[config.mk]
export PLATFORM = sky130hd
export DESIGN_NAME = control_fsm
export DESIGN_NICKNAME = d
export VERILOG_FILES = /design/src/rtl/control_fsm.sv
export SDC_FILE = /design/constraint.sdc
export NUM_CORES = 1
export LEC_CHECK = 0
export CAP_MARGIN = 10
export CORE_AREA = 2 2 39 41
export DETAILED_ROUTE_END_ITERATION = 8
export DIE_AREA = 0 0 41 43
export DONT_BUFFER_PORTS = 1
export GPL_ROUTABILITY_DRIVEN = 1
export PLACE_DENSITY_LB_ADDON = 0.12
export SLEW_MARGIN = 5
export SYNTH_ARGS = -nofsm -noshare
export SYNTH_HDL_FRONTEND = slang
export SYNTH_SLANG_ARGS = --single-unit
[constraint.sdc]
create_clock -name clk -period 3.2 [get_ports clk]
set_clock_uncertainty 0.2 [all_clocks]
set_input_delay 0.32 -clock clk [delete_from_list [all_inputs] [get_ports clk]]
set_output_delay 0.32 -clock clk [all_outputs]
set_load 0.01 [all_outputs]
[src/rtl/control_fsm.sv]
// Multi-cycle control FSM for a small RISC-V style datapath.
// The state register walks FETCH -> DECODE -> per-class states -> FETCH.
// All strobes are decoded from the state register. The one exception is the
// FETCH IR/PC load, which is qualified by mem_ready so the instruction word
// is latched only on the cycle that memory returns it.
//
// Handshake: mem_ready is a completion flag from memory. A state that issues
// a memory request (FETCH, MEM_RD, MEM_WR) holds its request steady and stays
// put until it sees mem_ready=1 at a rising edge. The request and the
// completion are then retired on that same edge.
module control_fsm (
   input  logic       clk,
   input  logic       rst_n,
   input  logic [6:0] opcode,
   input  logic       mem_ready,
   output logic       pc_write,
   output logic       pc_write_cond,
   output logic       ir_write,
   output logic       mem_read,
   output logic       mem_write,
   output logic       i_or_d,
   output logic       reg_write,
   output logic       mem_to_reg,
   output logic       alu_src_a,
   output logic [1:0] alu_src_b,
   output logic       alu_op1,
   output logic       alu_op2,
   output logic       illegal_instr,
   output logic [3:0] state
);

   typedef enum logic [3:0] {
      FETCH    = 4'd0,
      DECODE   = 4'd1,
      MEM_ADDR = 4'd2,
      MEM_RD   = 4'd3,
      MEM_WB   = 4'd4,
      MEM_WR   = 4'd5,
      EXEC     = 4'd6,
      ALU_WB   = 4'd7,
      BRANCH   = 4'd8,
      TRAP     = 4'd9
   } state_t;

   localparam logic [6:0] OP_LOAD   = 7'b0000011;
   localparam logic [6:0] OP_STORE  = 7'b0100011;
   localparam logic [6:0] OP_RTYPE  = 7'b0110011;
   localparam logic [6:0] OP_BRANCH = 7'b1100011;

   state_t cur_state;
   state_t nxt_state;

   assign state = cur_state;

   // State register. The asynchronous reset forces FETCH immediately, which
   // aborts any in-flight access with no clock edge required.
   always_ff @(posedge clk or negedge rst_n) begin
      if (!rst_n) begin
         cur_state <= FETCH;
      end else begin
         cur_state <= nxt_state;
      end
   end

   // Next-state logic. Unused codes 10-15 fall back to FETCH.
   always_comb begin
      nxt_state = FETCH;
      case (cur_state)
         FETCH:    nxt_state = mem_ready ? DECODE : FETCH;
         DECODE: begin
            case (opcode)
               OP_LOAD, OP_STORE: nxt_state = MEM_ADDR;
               OP_RTYPE:          nxt_state = EXEC;
               OP_BRANCH:         nxt_state = BRANCH;
               default:           nxt_state = TRAP;
            endcase
         end
         MEM_ADDR: nxt_state = (opcode == OP_LOAD) ? MEM_RD : MEM_WR;
         MEM_RD:   nxt_state = mem_ready ? MEM_WB : MEM_RD;
         MEM_WB:   nxt_state = FETCH;
         MEM_WR:   nxt_state = mem_ready ? FETCH : MEM_WR;
         EXEC:     nxt_state = ALU_WB;
         ALU_WB:   nxt_state = FETCH;
         BRANCH:   nxt_state = FETCH;
         TRAP:     nxt_state = TRAP;
         default:  nxt_state = FETCH;
      endcase
   end

   // Output decode from the state register. The IR/PC load in FETCH is also
   // gated by rst_n so that nothing is written while reset is held.
   always_comb begin
      pc_write      = 1'b0;
      pc_write_cond = 1'b0;
      ir_write      = 1'b0;
      mem_read      = 1'b0;
      mem_write     = 1'b0;
      i_or_d        = 1'b0;
      reg_write     = 1'b0;
      mem_to_reg    = 1'b0;
      alu_src_a     = 1'b0;
      alu_src_b     = 2'b00;
      alu_op1       = 1'b0;
      alu_op2       = 1'b0;
      illegal_instr = 1'b0;
      case (cur_state)
         FETCH: begin
            mem_read  = 1'b1;
            alu_src_b = 2'b01;
            ir_write  = mem_ready & rst_n;
            pc_write  = mem_ready & rst_n;
         end
         DECODE: begin
            alu_src_b = 2'b10;
         end
         MEM_ADDR: begin
            alu_src_a = 1'b1;
            alu_src_b = 2'b10;
         end
         MEM_RD: begin
            mem_read = 1'b1;
            i_or_d   = 1'b1;
         end
         MEM_WB: begin
            reg_write  = 1'b1;
            mem_to_reg = 1'b1;
         end
         MEM_WR: begin
            mem_write = 1'b1;
            i_or_d    = 1'b1;
         end
         EXEC: begin
            alu_src_a = 1'b1;
            alu_op2   = 1'b1;
         end
         ALU_WB: begin
            reg_write = 1'b1;
         end
         BRANCH: begin
            alu_src_a     = 1'b1;
            alu_op1       = 1'b1;
            pc_write_cond = 1'b1;
         end
         TRAP: begin
            illegal_instr = 1'b1;
         end
         default: ;
      endcase
   end

endmodule

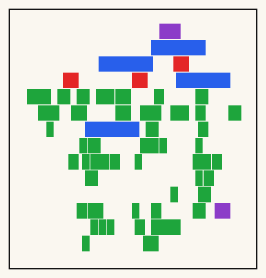
(images/cell_classes.png)
Scale: 6 px per um.
other buffers and delay cells: shown in purple, cells 2. cells driving clock nets: shown in red, cells 3. flip-flops: shown in blue, cells 4. all other logic: shown in green, cells 46.

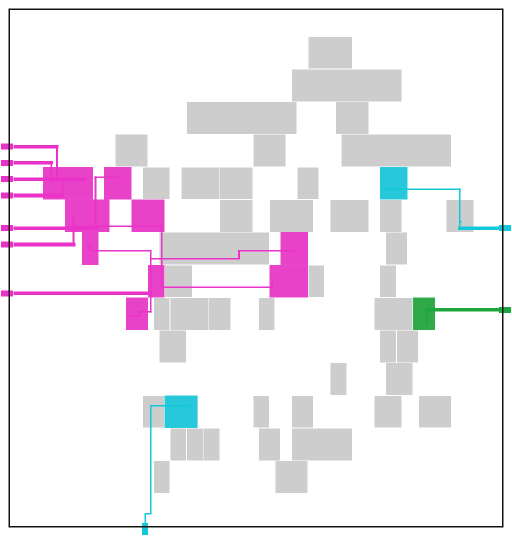
(images/port_nets.png)
Scale: 12 px per um.
i_or_d: shown in green, direction output, end cells 1, buffers 0, wire 7.10 um. opcode: shown in magenta, direction input, end cells 9, buffers 0, wire 101 um. alu_src_b: shown in cyan, direction output, end cells 2, buffers 0, wire 26.2 um.

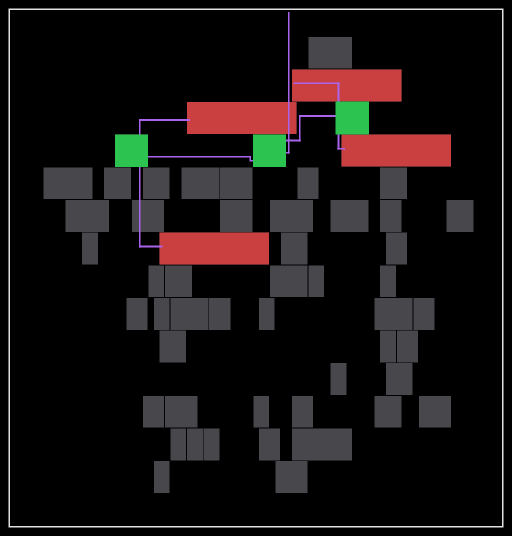
(images/clock_map.png)
Scale: 12 px per um.
clock wires: shown in purple, length 60.8 um. flip-flops: shown in red, count 4. cells driving clock nets: shown in green, count 3.
There are 4 routed clock nets.
clk pwr: 0.0602 mW
clk latency late pin: 0.23 ns
Clk pwr share: 20.0%

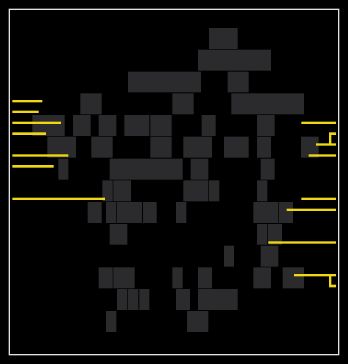
(images/met3.png)
Scale: 8 px per um.
The wires run mostly horizontal. 14 nets have wire on it. The longest straight run is 11.3 um.

==> impl_metrics.toml <==
# synthesis and place-and-route metrics
[pwr]
seq_power_share_pct = 35.3
p_int_mw = 0.1553
power_frac_comb_pct = 44.7

[synthesis]
syn-num-nets = 68
yosys_area_um2 = 440.4
ys_types = 28
synthAdderAreaFrac_pct = 2.273
top_logic_kind = "simple AND/OR/NAND/NOR gates"
edf_count = 0
synth.top_cell.area_share_pct = 22.73
syn_inst = 58

[clock_network]
hold_buffers = 1
clock_sinks = 4

[grt]
grt_max_degree = 21
track_usage_pct = 13.78
grt_antenna_before_repair = 0
gr-usage-met3_pct = 6.283

[final_timing]
setup_viol = 0
final.period_utilization_pct = 74.57
min_period_ns = 2.386
fmaxAchievable_ghz = 0.4191

[worst_setup_path]
crit_cells = 2
r2r_end = "state[2]$_DFF_PN0_"
cp_max_fo = 20
worstPathArrival_ns = 1.87
max_stage_delay_ns = 0.65

[detailed_routing]
drtAntennaViolNets = 0
firstDrtPassIters = 2

[run_status]
outcome = "finished clean"

[placed_design]
place.gp.congestion = 0.7345

[finish]
largest_reg_flops = 4

[min_path]
hold_start = "mem_ready"
synth_stat cells (3+ instances only):
library cell and number:
nor2_1 4, dfrtp_1 4, buf_4 3, nor4_1 3, nor3_1 6, nand2_1 6
inv_1 3
layout make-up:
cell class / instances / area (um2)
fillers: 168 / 942.2
multi-input cells: 43 / 270.3
flip-flops and latches: 4 / 100.1
clock buffers: 3 / 22.52
well taps: 16 / 20.02
repair buffers: 2 / 17.52
inverters: 3 / 11.26
through the flow:
stage / util [%] / instance area [um2] / instances
final: 31.92 / 441.7 / 71
after global routing: 31.92 / 441.7 / 71
after CTS: 31.92 / 441.7 / 71
after detailed placement: 29.57 / 409.1 / 67
after global placement: 29.57 / 409.1 / 67
after floorplan: - / 440.4 / 58
Power is estimated from default activity; no workload was simulated.
